File: src/rtl/mem_stage_access.sv
// ============================================================================
// mem_stage_access : M-stage load/store unit with a 3-state bus FSM.
// Revision 1.0 - initial release
// ============================================================================
`default_nettype none

module mem_stage_access #(
    parameter int TIMEOUT_CYCLES = 16
) (
    input  logic        CLK,
    input  logic        RST,
    input  logic        MemReadM,
    input  logic        MemWriteM,
    input  logic [1:0]  SizeM,
    input  logic        SignedM,
    input  logic [31:0] AddrM,
    input  logic [31:0] WriteDataM,
    output logic        StallM,
    output logic        DoneM,
    output logic [31:0] ReadDataM,
    output logic        AlignErrM,
    output logic        BusErrM,
    output logic        mem_req,
    output logic        mem_we,
    output logic [31:0] mem_addr,
    output logic [3:0]  mem_be,
    output logic [31:0] mem_wdata,
    input  logic [31:0] mem_rdata,
    input  logic        mem_ack
);

    localparam int c_CNT_W = (TIMEOUT_CYCLES > 1) ? $clog2(TIMEOUT_CYCLES) : 1;
    localparam logic [c_CNT_W-1:0] c_CNT_LAST = c_CNT_W'(TIMEOUT_CYCLES - 1);

    localparam logic [1:0] c_SZ_BYTE = 2'b00;
    localparam logic [1:0] c_SZ_HALF = 2'b01;
    localparam logic [1:0] c_SZ_WORD = 2'b10;

    localparam logic [1:0] c_S_IDLE   = 2'd0;
    localparam logic [1:0] c_S_ACCESS = 2'd1;
    localparam logic [1:0] c_S_DONE   = 2'd2;

    logic [1:0]         r_state;
    logic [c_CNT_W-1:0] r_cnt;
    logic [31:0]        r_rdata;
    logic [31:0]        r_addr;
    logic [31:0]        r_wdata;
    logic [3:0]         r_be;
    logic               r_we;
    logic [1:0]         r_size;
    logic               r_sign;
    logic [1:0]         r_lane;

    logic               w_req;
    logic               w_misalign;
    logic               w_start;
    logic               w_timeout;
    logic [3:0]         w_be;
    logic [31:0]        w_wdata;
    logic [7:0]         w_rbyte;
    logic [15:0]        w_rhalf;
    logic [31:0]        w_rfmt;

    assign w_req = MemReadM | MemWriteM;

    always_comb begin
        w_misalign = 1'b0;
        case (SizeM)
            c_SZ_BYTE: w_misalign = 1'b0;
            c_SZ_HALF: w_misalign = AddrM[0];
            c_SZ_WORD: w_misalign = (AddrM[1:0] != 2'b00);
            default:   w_misalign = 1'b1;
        endcase
    end

    assign w_start   = (r_state == c_S_IDLE) & w_req & ~w_misalign;
    assign w_timeout = (r_state == c_S_ACCESS) & ~mem_ack & (r_cnt == c_CNT_LAST);

    // Lane enables and replicated store data, captured when the access starts
    always_comb begin
        w_be    = 4'b0000;
        w_wdata = WriteDataM;
        case (SizeM)
            c_SZ_BYTE: begin
                w_be    = 4'b0001 << AddrM[1:0];
                w_wdata = {4{WriteDataM[7:0]}};
            end
            c_SZ_HALF: begin
                w_be    = 4'b0011 << {AddrM[1], 1'b0};
                w_wdata = {2{WriteDataM[15:0]}};
            end
            c_SZ_WORD: begin
                w_be    = 4'b1111;
                w_wdata = WriteDataM;
            end
            default: begin
                w_be    = 4'b0000;
                w_wdata = WriteDataM;
            end
        endcase
    end

    always_comb begin
        w_rbyte = mem_rdata[7:0];
        case (r_lane)
            2'd0:    w_rbyte = mem_rdata[7:0];
            2'd1:    w_rbyte = mem_rdata[15:8];
            2'd2:    w_rbyte = mem_rdata[23:16];
            default: w_rbyte = mem_rdata[31:24];
        endcase
    end

    assign w_rhalf = r_lane[1] ? mem_rdata[31:16] : mem_rdata[15:0];

    always_comb begin
        w_rfmt = mem_rdata;
        case (r_size)
            c_SZ_BYTE: w_rfmt = {{24{r_sign & w_rbyte[7]}}, w_rbyte};
            c_SZ_HALF: w_rfmt = {{16{r_sign & w_rhalf[15]}}, w_rhalf};
            default:   w_rfmt = mem_rdata;
        endcase
    end

    always_ff @(posedge CLK) begin
        if (RST) begin
            r_state <= c_S_IDLE;
            r_cnt   <= '0;
            r_rdata <= 32'h0;
            r_addr  <= 32'h0;
            r_wdata <= 32'h0;
            r_be    <= 4'h0;
            r_we    <= 1'b0;
            r_size  <= 2'b00;
            r_sign  <= 1'b0;
            r_lane  <= 2'b00;
        end else begin
            case (r_state)
                c_S_IDLE: begin
                    if (w_start) begin
                        r_addr  <= {AddrM[31:2], 2'b00};
                        r_we    <= MemWriteM;
                        r_be    <= w_be;
                        r_wdata <= w_wdata;
                        r_size  <= SizeM;
                        r_sign  <= SignedM;
                        r_lane  <= AddrM[1:0];
                        r_cnt   <= '0;
                        r_state <= c_S_ACCESS;
                    end
                end
                c_S_ACCESS: begin
                    // An ack in the timeout cycle still completes normally
                    if (mem_ack) begin
                        if (!r_we) begin
                            r_rdata <= w_rfmt;
                        end
                        r_state <= c_S_DONE;
                    end else if (r_cnt == c_CNT_LAST) begin
                        if (!r_we) begin
                            r_rdata <= 32'h0;
                        end
                        r_state <= c_S_DONE;
                    end else begin
                        r_cnt <= r_cnt + c_CNT_W'(1);
                    end
                end
                c_S_DONE: begin
                    r_state <= c_S_IDLE;
                end
                default: begin
                    r_state <= c_S_IDLE;
                end
            endcase
        end
    end

    assign StallM    = (r_state == c_S_ACCESS) | w_start;
    assign AlignErrM = (r_state == c_S_IDLE) & w_req & w_misalign;
    assign DoneM     = (r_state == c_S_DONE);
    assign BusErrM   = w_timeout & ~RST;
    assign mem_req   = (r_state == c_S_ACCESS);
    assign mem_we    = r_we;
    assign mem_addr  = r_addr;
    assign mem_be    = r_be;
    assign mem_wdata = r_wdata;
    assign ReadDataM = r_rdata;

endmodule

`default_nettype wire

File: config.mk
export PLATFORM = sky130hd
export DESIGN_NAME = mem_stage_access
export DESIGN_NICKNAME = d
export VERILOG_FILES = /design/src/rtl/mem_stage_access.sv
export SDC_FILE = /design/constraint.sdc
export NUM_CORES = 1
export LEC_CHECK = 0
export CORE_MARGIN = 10
export CORE_UTILIZATION = 43
export CTS_BUF_LIST = sky130_fd_sc_hd__clkbuf_4 sky130_fd_sc_hd__clkbuf_8 sky130_fd_sc_hd__clkbuf_16
export CTS_CLUSTER_SIZE = 25
export DETAILED_ROUTE_END_ITERATION = 10
export PLACE_DENSITY = 0.92
export REMOVE_ABC_BUFFERS = 1
export SLEW_MARGIN = 20
export SYNTH_ARGS = -nofsm -noshare
export SYNTH_HDL_FRONTEND = slang
export SYNTH_SLANG_ARGS = --single-unit
File: constraint.sdc
create_clock -name CLK -period 2 [get_ports CLK]
set_input_delay 0.4 -clock CLK [delete_from_list [all_inputs] [get_ports CLK]]
set_output_delay 0.4 -clock CLK [all_outputs]
set_load 0.1 [all_outputs]
==> impl_metrics.yaml <==
# generated from flow reports
final_layout:
  comb_share_pct: 33.99
  register_area_um2: 2202
  final-comb-area_um2: 2496
  clk_share_pct: 4.072
  signal_buffers: 233
  instances_no_fill: 919
  inv_count: 5
  nets: 879
  drive_gt1_share_pct: 23.01
  nonClkBufAreaFrac_pct: 29.28
  flops: 110
  dominant_cells: "logic gates"
  nFillCells: 854
  area_growth_pct: 50.28
  logic_gate_count: 415
  nClkBuffers: 14
pwr:
  p_sw_share_pct: 36.48
  leakage_nw: 2.972
  power_mw: 6.264
  pwr-share-seq_pct: 38.3
  power-top-group: "sequential cells"
  p_switching_mw: 2.285
  comb_power_share_pct: 32.5
  clkPwrFrac_pct: 29.2
  powerSeq_mw: 2.40
  internal-power_mw: 3.979
  pg_clk_mw: 1.83
  max-vdd-ir-drop_v: 0.0006222
  p_comb_mw: 2.03
grt:
  gr-usage-all-layers_pct: 19.65
  grtUsageMet1_pct: 21.23
  gr-total-overflow: 0
  gr-usage-met2_pct: 31.62
  grt_first_pass_wirelength_um: 26010
  grt_pass1_vias: 5115
  grt_max_degree: 79
  grt_use_met3_pct: 10.12
  antenna_found_initial: 2
  top_usage_layer: "met2"
route:
  ant_nets: 0
  route.top_layer_used: "met5"
  num_vias: 5053
  met3_length_um: 2051
  drc_errors: 0
  vias_per_cell: 5.498
  drt_pass1_iterations: 5
  drtIter0Drc: 313
  met2_length_um: 7878
setup_path:
  end_kind: "output pin"
  critPathKind: "register to output pin"
  path_cells: "ha_2, nand3_1, nor4_2, buf_4, buf_12"
  startpoint_type: "register"
  worstPathMaxFanout: 4
  max_stage_delay_ps: 410
  crit_family: "flip-flops"
  critPathSlowestCell: "dfxtp_1"
clock_network:
  cts.sinks: 110
  root_buffer: "clkbuf_16"
  clock_latency_ps: 340
  hold_buffers: 0
  htreeDepth: 3
  cts.clk_slew.worst_paths_ps: 70
  clock_path_buffers: 2
final_timing:
  max_freq_ghz: 0.4949
  setup_viol: 2
  setup_ws_ps: -20.61
  final-hold-violation-count: 0
  maxSlewViolCount: 0
  tightest_slew_ps: 819.6
  hold_slack_ps: 453.7
  fin_crit_sh_pct: 101.0
  maxSlewHeadroom_pct: 45.36
  clock_skew_ps: 6.119
die:
  tapCellCount: 140
  placement_rows: 38
  die_width_um: 126.6
  initCoreUtil_pct: 44.50
  die-area_um2: 16030
  ios: 210
  chipHeight_um: 126.6
run_status:
  violations: "negative setup slack"
  status: "finished, violations left"
flow_run:
  cap_violations: 0
  warnings: 26
yosys:
  synth_area_um2: 4887
  edf_count: 0
  ys_types: 44
  syn_area_per_cell_um2: 8.455
  synth_flops: 110
  ys_chip_area_um2: 4887
  synthArstFlopShare_pct: 0
  syn-instance-count: 578
  ys_seq_share_pct: 45.06
  ys.flop_type: "dfxtp_1"
  ys_cells: 578
place:
  dpl.cell_count: 902
  detailed_place.area_um2: 7004
  hpwl_um: 12640
  post-place-ws_ps: -263.4
  io_buffer_count: 207
worst_hold_path:
  hold_class: "register to register"
[cell families (layout without fill, tap and decap cells)]
| logic type | count (synthesis) | in the layout | share of synthesized area, % |
|---|---|---|---|
| multiplexers | 33 | 33 | 6.964 |
| AND/OR/NAND/NOR | 201 | 201 | 18.10 |
| flip-flops | 110 | 110 | 45.06 |
| XOR/XNOR | 2 | 2 | 0.3585 |
| adder cells (fa/ha/maj) | 1 | 1 | 0.2560 |
| other | 1 | 3 | 0.07673 |
| AND-OR/OR-AND | 176 | 176 | 23.96 |
| buffers and inverters | 54 | 253 | 5.223 |
[what timing repair did]
| item | in CTS | in global routing |
|---|---|---|
| endpoints found under the setup margin | 2 | 3 |
| gates resized | 6 | 6 |
| cloned | 0 | 0 |
| setup buffers | 1 | 0 |
| pin swaps | 1 | 1 |
[placed cells by master, fill, tap and decap left out, drive strengths merged, types with 2 or more instances in the layout]
| cell type | n |
|---|---|
| a211oi | 8 |
| a21o | 2 |
| a21oi | 84 |
| a22o | 2 |
| a311oi | 9 |
| a31o | 2 |
| a32o | 7 |
| buf | 131 |
| clkbuf | 14 |
| clkdlybuf4s50 | 98 |
| conb | 2 |
| dfxtp | 110 |
| dlygate4sd2 | 3 |
| inv | 5 |
| mux2 | 8 |
| mux2i | 25 |
| nand2 | 129 |
| nand2b | 18 |
| nand3 | 4 |
| nand3b | 2 |
| nor2 | 29 |
| nor2b | 8 |
| nor3 | 5 |
| nor4b | 2 |
| o211ai | 2 |
| o21ai | 31 |
| o2bb2ai | 23 |
| xnor2 | 2 |
[final timing paths]
path,from,to,slack (ps),cells after the start
setup reg to reg,r_size[0]$_SDFFE_PP0P_,ReadDataM[9]$_SDFFE_PP0P_,270,4
hold / removal,mem_be[0]$_SDFFE_PP0P_,mem_be[0]$_SDFFE_PP0P_,450,2
setup / recovery,r_cnt[0]$_SDFFE_PP0P_,BusErrM,-20,5
hold reg to reg,mem_be[0]$_SDFFE_PP0P_,mem_be[0]$_SDFFE_PP0P_,450,2
[stage by stage]
step,utilization (%),setup TNS [ps]
after detailed placement,63.77,-9655
after CTS,66.64,-31.56
after global routing,66.85,-113.6
after global placement,63.77,-5933
after floorplan,-,-97020
final,66.87,-27.32
[synthesized netlist by cell type, types with 4 or more instances]
| cell type | n | area, um2 |
|---|---|---|
| mux2_2 | 8 | 90.09 |
| a21oi_1 | 84 | 420.4 |
| nor2b_1 | 8 | 50.05 |
| o2bb2ai_1 | 13 | 113.9 |
| nor3_1 | 4 | 20.02 |
| a32o_1 | 7 | 70.07 |
| nand3_1 | 4 | 20.02 |
| clkbuf_1 | 23 | 86.33 |
| a211oi_1 | 8 | 60.06 |
| dfxtp_1 | 110 | 2202 |
| nand2_1 | 129 | 484.2 |
| o21ai_0 | 30 | 150.1 |
| o2bb2ai_2 | 10 | 150.1 |
| inv_1 | 5 | 18.77 |
| nand2b_1 | 18 | 112.6 |
| a311oi_1 | 9 | 78.83 |
| buf_4 | 6 | 45.04 |
| mux2i_1 | 25 | 250.2 |
| nor2_1 | 29 | 108.9 |
| buf_2 | 18 | 90.09 |
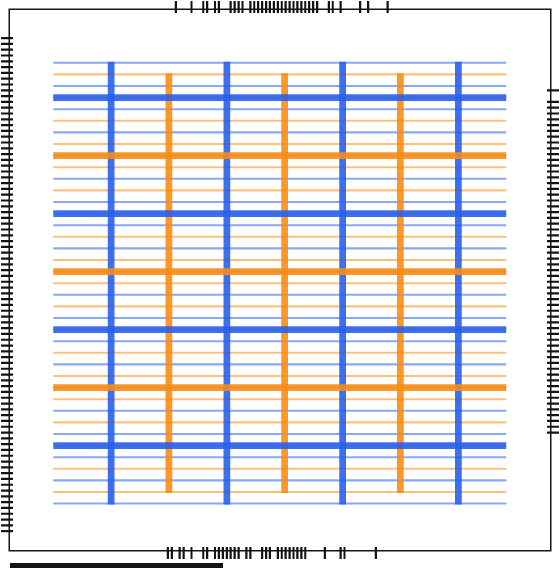
*Floorplan with the power grid*
Bar = 50 um. Pins as bars on the die edge.
net	colour
VDD	orange
VSS	blue
met5 straps	7
rows	38

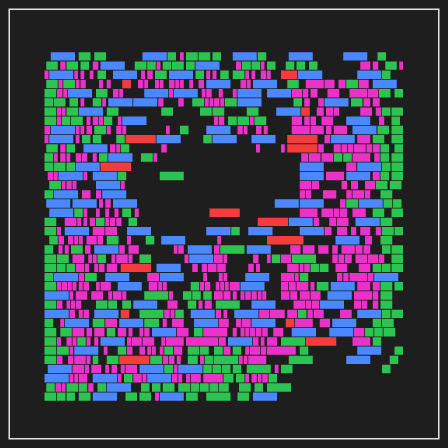
*Cell classes on the final placement*
class	colour	cells	share of their area
combinational and other logic	magenta	420	35%
flops	blue	110	31%
other buffers and delay cells	green	233	30%
clock drivers and dummy loads	red	15	4.2%
final core utilization: 66.87%
post-route cell area: 7345 um2
core area: 10980 um2
sequential share of cell area: 29.98%

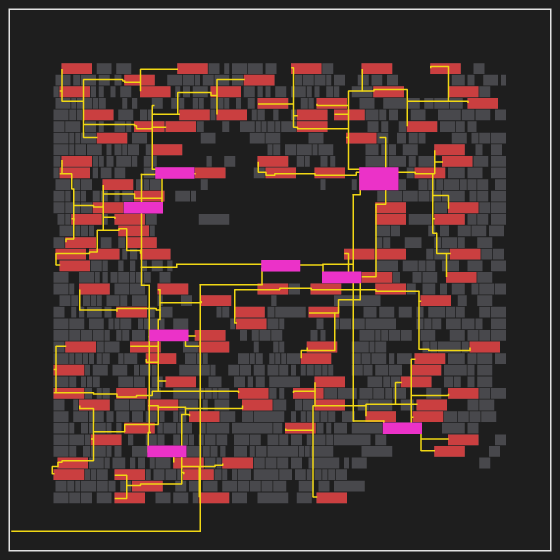
*Routed clock nets over the placement*
[flip-flops] red | count: 110
[clock wires] yellow | length: 1340 um
[clock drivers] magenta | count: 9
routed clock nets	10
flops lie	all over the die

Power and IR drop assume default switching activity.
